$ cat src/rtl/fifo_sync_if.sv
// fifo_sync_if: write/read handshake, status and control bundle for fifo_sync
interface fifo_sync_if #(
  parameter int DATA_WIDTH  = 32,
  parameter int BUFFER_SIZE = 4
);
  localparam int LW = $clog2(BUFFER_SIZE) + 1;
  logic                  flush;
  logic                  error_clear;
  logic [DATA_WIDTH-1:0] data_in;
  logic                  data_in_valid;
  logic                  data_in_full;
  logic                  data_in_almost_full;
  logic [DATA_WIDTH-1:0] data_out;
  logic                  data_out_valid;
  logic                  data_out_ack;
  logic                  data_out_almost_empty;
  logic [LW-1:0]         level;
  logic                  overflow;
  logic                  underflow;
  modport master (
    output flush, error_clear, data_in, data_in_valid, data_out_ack,
    input  data_in_full, data_in_almost_full, data_out, data_out_valid,
           data_out_almost_empty, level, overflow, underflow
  );
  modport slave (
    input  flush, error_clear, data_in, data_in_valid, data_out_ack,
    output data_in_full, data_in_almost_full, data_out, data_out_valid,
           data_out_almost_empty, level, overflow, underflow
  );
endinterface

$ cat src/rtl/fifo_sync.sv
// fifo_sync: single-clock FWFT FIFO with thresholds, occupancy, flush and sticky error flags
module fifo_sync #(
  parameter int DATA_WIDTH         = 32,
  parameter int BUFFER_SIZE        = 4,
  parameter int ALMOST_FULL_LEVEL  = BUFFER_SIZE - 1,
  parameter int ALMOST_EMPTY_LEVEL = 1
) (
  input logic clk,
  input logic rst,
  fifo_sync_if.slave bus
);
  localparam int AW = $clog2(BUFFER_SIZE);
  localparam int LW = AW + 1;
  logic [DATA_WIDTH-1:0] mem [BUFFER_SIZE];
  logic [AW-1:0] wr_ptr_q, wr_ptr_d, rd_ptr_q, rd_ptr_d;
  logic [LW-1:0] level_q, level_d;
  logic ovf_q, ovf_d, udf_q, udf_d;
  logic full, valid, push, pop, ovf_set, udf_set;
  // Status decodes only from the registered level, so ack never reaches full combinationally
  assign full    = level_q == LW'(BUFFER_SIZE);
  assign valid   = level_q != '0;
  assign push    = bus.data_in_valid && !full && !bus.flush;
  assign pop     = valid && bus.data_out_ack && !bus.flush;
  assign ovf_set = bus.data_in_valid && full && !bus.flush;
  assign udf_set = bus.data_out_ack && !valid && !bus.flush;
  always_comb begin
    wr_ptr_d = bus.flush ? '0 : wr_ptr_q + AW'(push);
    rd_ptr_d = bus.flush ? '0 : rd_ptr_q + AW'(pop);
    level_d  = bus.flush ? '0 : level_q + LW'(push) - LW'(pop);
    ovf_d    = ovf_set || (ovf_q && !bus.error_clear);
    udf_d    = udf_set || (udf_q && !bus.error_clear);
  end
  always_ff @(posedge clk or posedge rst) begin
    if (rst) begin
      wr_ptr_q <= '0;
      rd_ptr_q <= '0;
      level_q  <= '0;
      ovf_q    <= 1'b0;
      udf_q    <= 1'b0;
    end else begin
      wr_ptr_q <= wr_ptr_d;
      rd_ptr_q <= rd_ptr_d;
      level_q  <= level_d;
      ovf_q    <= ovf_d;
      udf_q    <= udf_d;
    end
  end
  always_ff @(posedge clk) begin
    if (push) mem[wr_ptr_q] <= bus.data_in;
  end
  assign bus.data_in_full          = full;
  assign bus.data_in_almost_full   = level_q >= LW'(ALMOST_FULL_LEVEL);
  assign bus.data_out_valid        = valid;
  assign bus.data_out              = valid ? mem[rd_ptr_q] : '0;
  assign bus.data_out_almost_empty = level_q <= LW'(ALMOST_EMPTY_LEVEL);
  assign bus.level                 = level_q;
  assign bus.overflow              = ovf_q;
  assign bus.underflow             = udf_q;
endmodule

$ cat src/flat_wrapper.sv
// flat-port wrapper written by rule: the top's interface ports become plain ports
module fifo_sync_flat 
#(
  parameter int DATA_WIDTH         = 32,
  parameter int BUFFER_SIZE        = 4,
  parameter int ALMOST_FULL_LEVEL  = BUFFER_SIZE - 1,
  parameter int ALMOST_EMPTY_LEVEL = 1
)
  (clk, rst, bus_flush, bus_error_clear, bus_data_in, bus_data_in_valid, bus_data_out_ack, bus_data_in_full, bus_data_in_almost_full, bus_data_out, bus_data_out_valid, bus_data_out_almost_empty, bus_level, bus_overflow, bus_underflow);
  fifo_sync_if #(.DATA_WIDTH(DATA_WIDTH), .BUFFER_SIZE(BUFFER_SIZE)) bus_i ();
  input logic clk;
  input logic rst;
  input wire logic [$bits(bus_i.flush)-1:0] bus_flush;
  input wire logic [$bits(bus_i.error_clear)-1:0] bus_error_clear;
  input wire logic [$bits(bus_i.data_in)-1:0] bus_data_in;
  input wire logic [$bits(bus_i.data_in_valid)-1:0] bus_data_in_valid;
  input wire logic [$bits(bus_i.data_out_ack)-1:0] bus_data_out_ack;
  output wire logic [$bits(bus_i.data_in_full)-1:0] bus_data_in_full;
  output wire logic [$bits(bus_i.data_in_almost_full)-1:0] bus_data_in_almost_full;
  output wire logic [$bits(bus_i.data_out)-1:0] bus_data_out;
  output wire logic [$bits(bus_i.data_out_valid)-1:0] bus_data_out_valid;
  output wire logic [$bits(bus_i.data_out_almost_empty)-1:0] bus_data_out_almost_empty;
  output wire logic [$bits(bus_i.level)-1:0] bus_level;
  output wire logic [$bits(bus_i.overflow)-1:0] bus_overflow;
  output wire logic [$bits(bus_i.underflow)-1:0] bus_underflow;
  assign bus_i.flush = bus_flush;
  assign bus_i.error_clear = bus_error_clear;
  assign bus_i.data_in = bus_data_in;
  assign bus_i.data_in_valid = bus_data_in_valid;
  assign bus_i.data_out_ack = bus_data_out_ack;
  assign bus_data_in_full = bus_i.data_in_full;
  assign bus_data_in_almost_full = bus_i.data_in_almost_full;
  assign bus_data_out = bus_i.data_out;
  assign bus_data_out_valid = bus_i.data_out_valid;
  assign bus_data_out_almost_empty = bus_i.data_out_almost_empty;
  assign bus_level = bus_i.level;
  assign bus_overflow = bus_i.overflow;
  assign bus_underflow = bus_i.underflow;
  fifo_sync #(.DATA_WIDTH(DATA_WIDTH), .BUFFER_SIZE(BUFFER_SIZE), .ALMOST_FULL_LEVEL(ALMOST_FULL_LEVEL), .ALMOST_EMPTY_LEVEL(ALMOST_EMPTY_LEVEL)) u_core (.clk(clk), .rst(rst), .bus(bus_i));
endmodule
$ cat config.mk
export PLATFORM = sky130hd
export DESIGN_NAME = fifo_sync_flat
export DESIGN_NICKNAME = d
export VERILOG_FILES = /design/src/rtl/fifo_sync_if.sv /design/src/rtl/fifo_sync.sv /design/src/flat_wrapper.sv
export SDC_FILE = /design/constraint.sdc
export NUM_CORES = 1
export LEC_CHECK = 0
export ABC_AREA = 1
export CORE_MARGIN = 5
export CORE_UTILIZATION = 50
export DETAILED_ROUTE_END_ITERATION = 8
export PLACE_DENSITY = 0.74
export REMOVE_ABC_BUFFERS = 1
export SYNTH_ARGS = -nofsm -noshare
export SYNTH_HDL_FRONTEND = slang
export SYNTH_SLANG_ARGS = --single-unit
$ cat constraint.sdc
create_clock -name clk -period 2.8 [get_ports clk]
set_input_delay 0.56 -clock clk [delete_from_list [all_inputs] [get_ports clk]]
set_output_delay 0.56 -clock clk [all_outputs]
set_load 0.01 [all_outputs]
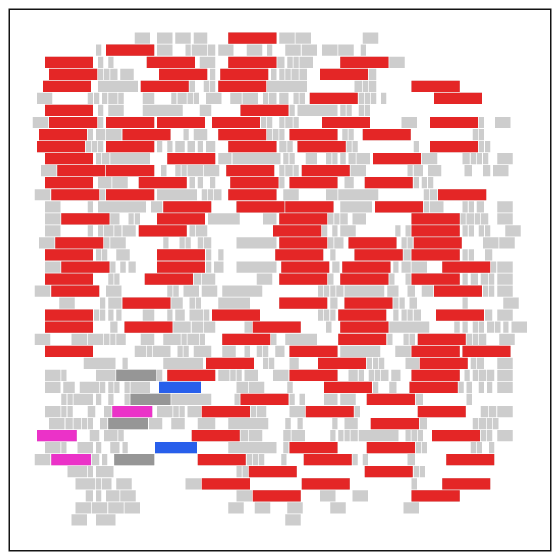
(register map, names as in the netlist)
Other sequential cells in the stronger gray, the rest of the logic in the fainter gray.
- magenta: u_core.bus.level (flops 3)
- red: u_core.mem (flops 128; where all over the die)
- blue: u_core.rd_ptr_q (flops 2)
- not colored: 4

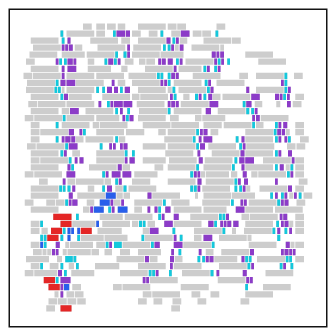
(gate families picked out)
- cyan: inverters (cells 147; most used inv_1; where all over the die)
- red: adder and majority cells (cells 8; most used ha_1)
- purple: NAND gates (cells 203; most used nand2_1; where all over the die)
- blue: NOR gates (cells 11; most used nor2_1)

==> impl_metrics.yaml <==
# physical design summary
power:
  total_power_mw: 6.63
  power_density_mw_per_mm2: 839
  leakagePower_nw: 3.38
  max-vdd-ir-drop_mv: 0.608
floorplanning:
  pin_count: 79
  fp-utilization_pct: 50.3
  rows: 41
  fp.dieH_um: 122
route:
  ant_nets: 0
  routedWlPerCell_um: 15.0
  vias_per_cell: 4.72
  vias: 4005
  route.detailed.drc: 0
  dr.pass1.iters: 4
yosys:
  synth.top_cell.area_share_pct: 61.3
  ys_area_mm2: 0.00627
  avgSynthCellArea_um2: 11.0
  ys_types: 23
  synth_seq_share_pct: 64.9
setup_path:
  crit_path_start_kind: "register"
  crit_type: "reg -> out"
  endpoint_kind: "output pin"
  rrSetupSlack_ns: 0.57
  path_buffers: 2
  critPathTopFamily: "buffers and inverters"
grt:
  grt-ovfl-total: 0
  antenna_found_initial: 1
  grt.total_usage_pct: 17.9
  gr-usage-met2_pct: 31.7
  grt_max_degree: 45
clocking:
  holdBufCountCts: 0
  path_clk_slew_ns: 0.06
  clk_latency_ns: 0.40
  post_cts_buffers: 0
  clock-sinks: 137
  cts-htree-levels: 4
  ctsResizeCount: 0
layout:
  layout-drive-gt1-share_pct: 17.9
  final_layout_top_logic_cell: "inv_1"
  syn_to_final_growth_pct: 26.0
  final_cell_mix: "inv_1, edfxtp_1, nand2_1, clkdlybuf4s50_1, nand3_1"
  fin_nets: 709
final_timing:
  skew_ns: 0.00769
  slew_violations: 0
  worst-slew-pin-transition_ns: 0.521
  period_needed_ns: 2.71
  rsz0062_at_grt: "yes"
  fin_ws_ns: 0.0907
  final_hold_viol_count: 0
run_status:
  outcome: "complete, no violations"
place:
  place.gp.congestion: 0.846
flow_run:
  drv_cap: 0
## registers in the layout, indices dropped and copies added, names as in the netlist
name	count
u_core.bus.underflow	1
u_core.mem	128
u_core.wr_ptr_q	2
u_core.rd_ptr_q	2
u_core.bus.level	3
u_core.bus.overflow	1
## through the flow
stage	instance area, µm²	std cells	hold WS, ns	setup TNS (ns)
after CTS	7890	848	0.410	0
after detailed placement	7290	816	0.538	0
after global placement	7290	816	0.551	0
after global routing	7900	848	0.440	-0.0634
final	7900	848	0.419	0
after floorplan	6070	547	0.388	-17.06
## area by class of cell
cell class	instances	area, µm²	share of cell area [%]
Tap cell	172	215	2.72
Timing Repair Buffer	97	977	12.4
Inverter	147	562	7.11
Multi-Input combinational cell	263	1470	18.7
Clock inverter	15	176	2.23
Clock buffer	17	425	5.38
Sequential cell	137	4070	51.5
## Yosys cell counts
cell type / n
ha_1: 7
buf_2: 9
a21oi_1: 14
nor2_1: 10
o21ai_0: 3
a22o_1: 1
dfrtp_1: 9
nand2_1: 116
fa_1: 1
nand3_2: 20
a21oi_2: 20
buf_4: 1
inv_1: 143
nor2_2: 1
nand2_2: 20
nand3_1: 46
o22ai_1: 2
edfxtp_1: 128
xnor2_1: 1
inv_4: 2
inv_2: 2
buf_6: 13
nand2_4: 1
## metal layers
metal  wire length, µm  part of all wire [%]
met1              5290                    42
met2              6720                    53
met3               577                   4.5
met4               126                  0.99
met5                13                  0.10
## report_power, final
group	switching (mW)	total (mW)	internal (mW)
clock network	0.822	2.22	1.40
logic	1.08	2.00	0.915
registers	0.0561	2.41	2.36
## logic make-up after synthesis
family / after synthesis / share of synthesized area (%)
xor gates and xnor gates: 1 / 0.140
and+or+nand+nor: 214 / 16.7
buffers and inverters: 170 / 12.1
AOI/OAI and AO/OA: 40 / 4.49
DFF: 137 / 64.9
adders and majority gates: 8 / 1.72
## how the worst max path moves through the flow
stage | startpoint | depth (start not counted) | slack, ns | to
4_1_cts | u_core.bus.level[1]$_DFF_PP0_ | 6 | 0.03 | bus_data_out[30]
2_1_floorplan | u_core.rd_ptr_q[0]$_DFF_PP0_ | 4 | -0.57 | bus_data_out[30]
3_3_place_gp | bus_flush | 11 | 0.31 | u_core.bus.level[2]$_DFF_PP0_
6_report | u_core.rd_ptr_q[0]$_DFF_PP0_ | 5 | 0.09 | bus_data_out[28]
3_5_place_dp | bus_flush | 11 | 0.24 | u_core.bus.level[2]$_DFF_PP0_
5_1_grt | u_core.rd_ptr_q[0]$_DFF_PP0_ | 6 | -0.02 | bus_data_out[5]
Power and IR drop assume default switching activity.
